<file path="src/rtl/traffic_phase_fsm_pkg.sv">
// Shared phase encodings and lamp constants for the traffic light controller.
// The companion timer decodes the same phase encodings to pick its reload value.
package traffic_phase_fsm_pkg;

    typedef enum logic [1:0] {
        MG = 2'b00,
        MY = 2'b10,
        SG = 2'b11,
        SY = 2'b01
    } phase_t;

    localparam logic [2:0] LAMP_R = 3'b100;
    localparam logic [2:0] LAMP_Y = 3'b010;
    localparam logic [2:0] LAMP_G = 3'b001;

    function automatic logic [2:0] main_lamp(input phase_t p);
        case (p)
            MG:      return LAMP_G;
            MY:      return LAMP_Y;
            SG:      return LAMP_R;
            SY:      return LAMP_R;
            default: return LAMP_R;
        endcase
    endfunction

    function automatic logic [2:0] side_lamp(input phase_t p);
        case (p)
            MG:      return LAMP_R;
            MY:      return LAMP_R;
            SG:      return LAMP_G;
            SY:      return LAMP_Y;
            default: return LAMP_R;
        endcase
    endfunction

endpackage

</file>
<file path="src/rtl/traffic_phase_fsm_ped_req_latch.sv">
// Pedestrian request register: any request sets it, serving clears it and
// produces a one-cycle acknowledge. A request on the serving edge stays latched.
module ped_req_latch (
    input  logic clk,
    input  logic rst,
    input  logic ped_req,
    input  logic serve,
    output logic pending,
    output logic ped_ack
);

    logic pending_r;
    logic ack_r;

    // Set/clear request state and acknowledge pulse
    always_ff @(posedge clk) begin
        if (rst) begin
            pending_r <= 1'b0;
            ack_r     <= 1'b0;
        end else begin
            ack_r     <= serve & pending_r;
            pending_r <= ped_req | (pending_r & ~serve);
        end
    end

    assign pending = pending_r;
    assign ped_ack = ack_r;

endmodule

</file>
<file path="src/rtl/traffic_phase_fsm.sv">
// Phase sequencer MG -> MY -> SG -> SY -> MG with registered lamp, walk and
// acknowledge outputs decoded from the next phase.
module traffic_phase_fsm
    import traffic_phase_fsm_pkg::*;
#(
    parameter logic SENSOR_EN = 1'b1
) (
    input  logic       clk,
    input  logic       rst,
    input  logic       time_out,
    input  logic       side_car,
    input  logic       ped_req,
    input  logic       emergency,
    output logic [1:0] c_state,
    output logic [2:0] main_light,
    output logic [2:0] side_light,
    output logic       walk,
    output logic       ped_ack
);

    phase_t     phase_r;
    phase_t     next_phase_s;
    logic [2:0] main_light_r;
    logic [2:0] side_light_r;
    logic       walk_r;
    logic       pending_s;
    logic       serve_s;

    ped_req_latch u_ped_req_latch (
        .clk     (clk),
        .rst     (rst),
        .ped_req (ped_req),
        .serve   (serve_s),
        .pending (pending_s),
        .ped_ack (ped_ack)
    );

    // Next-phase selection; emergency pins MG and cuts SG short
    always_comb begin
        next_phase_s = phase_r;
        case (phase_r)
            MG: begin
                if (time_out && !emergency && (!SENSOR_EN || side_car || pending_s)) begin
                    next_phase_s = MY;
                end else begin
                    next_phase_s = MG;
                end
            end
            MY: begin
                if (time_out) next_phase_s = SG;
                else          next_phase_s = MY;
            end
            SG: begin
                if (time_out || emergency) next_phase_s = SY;
                else                       next_phase_s = SG;
            end
            SY: begin
                if (time_out) next_phase_s = MG;
                else          next_phase_s = SY;
            end
            default: next_phase_s = MG;
        endcase
    end

    assign serve_s = (phase_r == MY) && time_out && pending_s;

    // Phase register with outputs decoded from the next phase
    always_ff @(posedge clk) begin
        if (rst) begin
            phase_r      <= MG;
            main_light_r <= LAMP_G;
            side_light_r <= LAMP_R;
            walk_r       <= 1'b0;
        end else begin
            phase_r      <= next_phase_s;
            main_light_r <= main_lamp(next_phase_s);
            side_light_r <= side_lamp(next_phase_s);
            if (serve_s) begin
                walk_r <= 1'b1;
            end else if (phase_r == SG && next_phase_s == SY) begin
                walk_r <= 1'b0;
            end else begin
                walk_r <= walk_r;
            end
        end
    end

    assign c_state    = phase_r;
    assign main_light = main_light_r;
    assign side_light = side_light_r;
    assign walk       = walk_r;

endmodule

</file>
<file path="config.mk">
export PLATFORM = sky130hd
export DESIGN_NAME = traffic_phase_fsm
export DESIGN_NICKNAME = d
export VERILOG_FILES = /design/src/rtl/traffic_phase_fsm_pkg.sv /design/src/rtl/traffic_phase_fsm_ped_req_latch.sv /design/src/rtl/traffic_phase_fsm.sv
export SDC_FILE = /design/constraint.sdc
export NUM_CORES = 1
export LEC_CHECK = 0
export CORE_AREA = 3 3 40 42
export CTS_CLUSTER_DIAMETER = 40
export CTS_CLUSTER_SIZE = 40
export DETAILED_ROUTE_END_ITERATION = 8
export DIE_AREA = 0 0 43 45
export PLACE_DENSITY_LB_ADDON = 0.2
export SLEW_MARGIN = 5
export SYNTH_ARGS = -nofsm -noshare
export SYNTH_HDL_FRONTEND = slang
export SYNTH_SLANG_ARGS = --single-unit
</file>
<file path="constraint.sdc">
create_clock -name clk -period 2.6 [get_ports clk]
set_clock_uncertainty 0.05 [all_clocks]
set_input_delay 0.52 -clock clk [delete_from_list [all_inputs] [get_ports clk]]
set_output_delay 0.52 -clock clk [all_outputs]
set_load 0.03 [all_outputs]
</file>
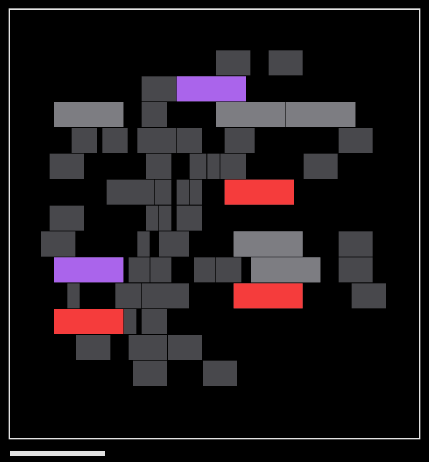
(images/registers.png)
Scale bar: 10 um. Other sequential cells in the stronger grey, the rest of the logic in the fainter grey.
`c_state`: marked purple, placed flops 2. `side_light`: marked red, placed flops 3.

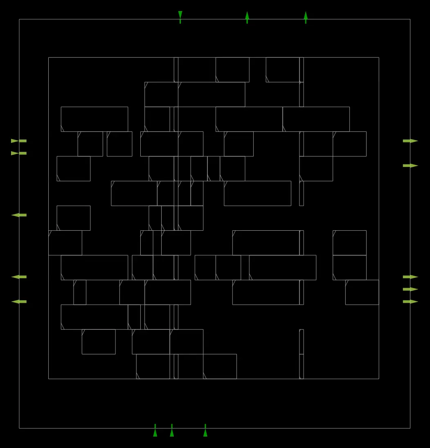
(images/final_placement.png)
flop count: 10
Layout Utilization: 44.40%

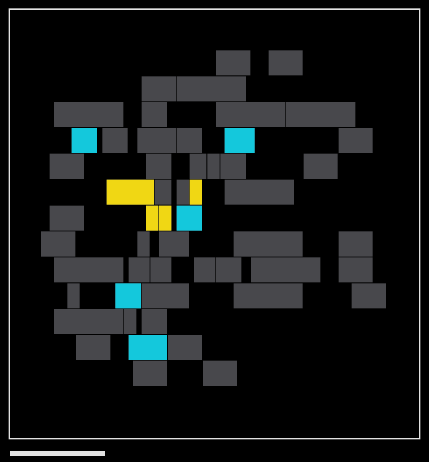
(images/gate_families.png)
Scale bar: 10 um.
AND-OR and OR-AND gates: marked cyan, cells 5. NOR gates: marked yellow, cells 4.

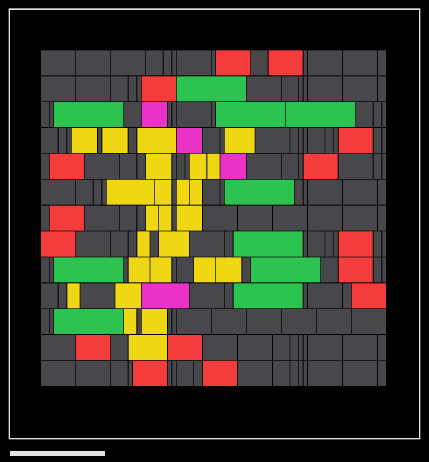
(images/cell_classes.png)
Scale bar: 10 um. Fill, decap, tap and diode cells in grey.
all other logic: marked yellow, cells 25. clock drivers and dummy loads: marked magenta, cells 4. other buffers and delay cells: marked red, cells 15. flops: marked green, cells 10.

==> deck_impl_summary.md <==
Flow Results at a Glance

Status
  – Status: complete, no violations

Hold path
  – Worst hold path type: flop to flop
  – Min-delay src: walk$_SDFFE_PP0P_

STA
  – Worst-margin pin slew: 0.3246 ns
  – Min Tclk post-route: 2.088 ns
  – Final setup fails: 0
  – Final slew viol count: 0
  – Hold Fails Final Rpt: 0
  – Max transition margin: 78.33%
  – Tcrit/Tclk final: 80.29%

Routing
  – DR iter-0 viols: 6
  – Via count: 315
  – First-pass DRT Iterations: 4
  – Residual DRC: 0
  – Drt total wl: 757 um
  – Drt wl/cell: 10.97 um

Placed design
  – RD Place Congestion: 0.7941
  – IO buf count: 15

Floorplanning
  – Top Ports: 16
  – FP Rows: 13
  – Die span in x: 43 um

Logic synthesis
  – Floorplan Nets: 42
  – Ys Warns: 0
  – Dominant cell type by area after synthesis: dfxtp_1
  – Yosys Chip Area: 372.9 um^2
  – Mapped Avg Cell Area: roughly 10 um^2
  – Cell area leaders: dfxtp_1 54%, nand2b_1 5.0%, a21boi_0 4.0%, o21a_1 4.0%, nor2b_4 3.7%
  – Post-synth seq share: 53.69%
  – Number of cells in Yosys stat: 36
  – Top FF cell, synth: dfxtp_1
  – Post-synth EDFFs: 0

Setup path
  – Crit-path max FO: 8
  – Arrival time worst endpoint: 1.52 ns
  – CP Class: flop to output pin
  – Crit path max-delay cell type: clkdlybuf4s50_1
  – Worst Path Buf+Inv: 1
  – Crit path DRT: 2.03 ns
  – Critical path launch point type: flop
  – Kind of cell adding the most delay to the critical path: buffers and inverters
  – Setup slack, reg-to-reg: between 1 and 1.5 ns
  – Setup crit end kind: output pin
  – Reg-to-Reg Start: c_state[0]$_SDFF_PP0_
  – Worst R2R Path Depth: 3

Pwr
  – Leakage: 0.0002292 uW
  – Overall Power: 356.6 uW
  – Max VDD drop: 0.0003122 V
  – PD cells: 625.0 mW/mm^2

Job
  – OpenROAD warning count: 26

Finish
  – Share of post-route cells with drive strength above 1: 11.11%
  – Nets: 61
  – Layout fillers: 139
  – Layout area overhead: 53.02%

CTS
  – Resized Gates After CTS: 0
  – Hold buffer count at CTS: 0
  – H-Tree Depth: 1
  – TritonCTS clock tree: done
  – CTS clk-pin slew, worst paths: about 0.070 ns
  – Number of post-CTS setup repair buffers: 0

Global route
  – Largest net degree at the start of global routing: 11
  – Total gr overflow: 0
[sequential cells by signal (all words and copies together), names as in the netlist]
signal / count
c_state: 2
u_ped_req_latch.ped_ack: 1
u_ped_req_latch.pending: 1
main_light: 2
side_light: 3
walk: 1
[metrics by stage]
stage	setup WS [ns]	instance area (um^2)	hold WS [ns]	instances	utilization, %
floorplan	1.164	372.9	0.4550	36	-
global placement	0.8158	534.3	0.4195	65	41.58
detailed placement	0.8238	534.3	0.4211	65	41.58
CTS	0.5156	570.5	0.4373	69	44.40
global route	0.4752	570.5	0.4610	69	44.40
finish	0.5123	570.5	0.4349	69	44.40
[final cells by class]
class	instances	area, um^2	area share (%)
Timing Repair Buffer	15	150.1	26.32
Tap cell	15	18.77	3.289
Multi-Input combinational cell	23	157.7	27.63
Inverter	2	7.507	1.316
Clock buffer	4	36.28	6.360
Sequential cell	10	200.2	35.09
[per-layer routing]
metal | vias up | wire, um | part of all wire, % | GRT usage, %
met2 | 13 | 324 | 43 | 11.68
li1 | 162 | - | - | -
met5 | - | 0 | 0 | 0
met4 | 0 | 4 | 0.53 | 0
met1 | 138 | 377 | 50 | 10.27
met3 | 2 | 50 | 6.6 | 3.984
[cell families after synthesis]
logic type	synth area share, %
AND-OR/OR-AND	22.48
buffers and inverters	4.028
flip-flops	53.69
AND/OR/NAND/NOR	19.80
[worst max-delay path by stage]
stage / startpoint / slack [ns] / cells past startpoint / to
after floorplan: c_state[0]$_SDFF_PP0_ / 1.16 / 1 / main_light[2]
after global placement: time_out / 0.82 / 4 / main_light[0]$_SDFF_PP1_
after detailed placement: c_state[0]$_SDFF_PP0_ / 0.82 / 1 / main_light[2]
after CTS: c_state[0]$_SDFF_PP0_ / 0.52 / 1 / main_light[2]
after global routing: c_state[0]$_SDFF_PP0_ / 0.48 / 1 / c_state[0]
final: c_state[0]$_SDFF_PP0_ / 0.51 / 1 / main_light[2]
[cells in the final DEF, fill, tap and decap left out, drive strengths merged]
| cell | count |
|---|---|
| a21boi | 2 |
| a21o | 1 |
| a21oi | 1 |
| a31o | 1 |
| and4 | 1 |
| clkbuf | 4 |
| clkdlybuf4s50 | 15 |
| dfxtp | 10 |
| inv | 2 |
| nand2 | 3 |
| nand2b | 3 |
| nor2 | 3 |
| nor2b | 1 |
| o2111a | 1 |
| o211ai | 1 |
| o21a | 2 |
| o21ai | 1 |
| o32ai | 1 |
| or2b | 1 |
[where the power goes]
group / total (uW) / internal, uW / switching (uW)
clock network: 141 / 84.9 / 55.7
registers: 166 / 160 / 5.98
logic: 50.0 / 24.8 / 25.3
Power and IR drop assume default switching activity.
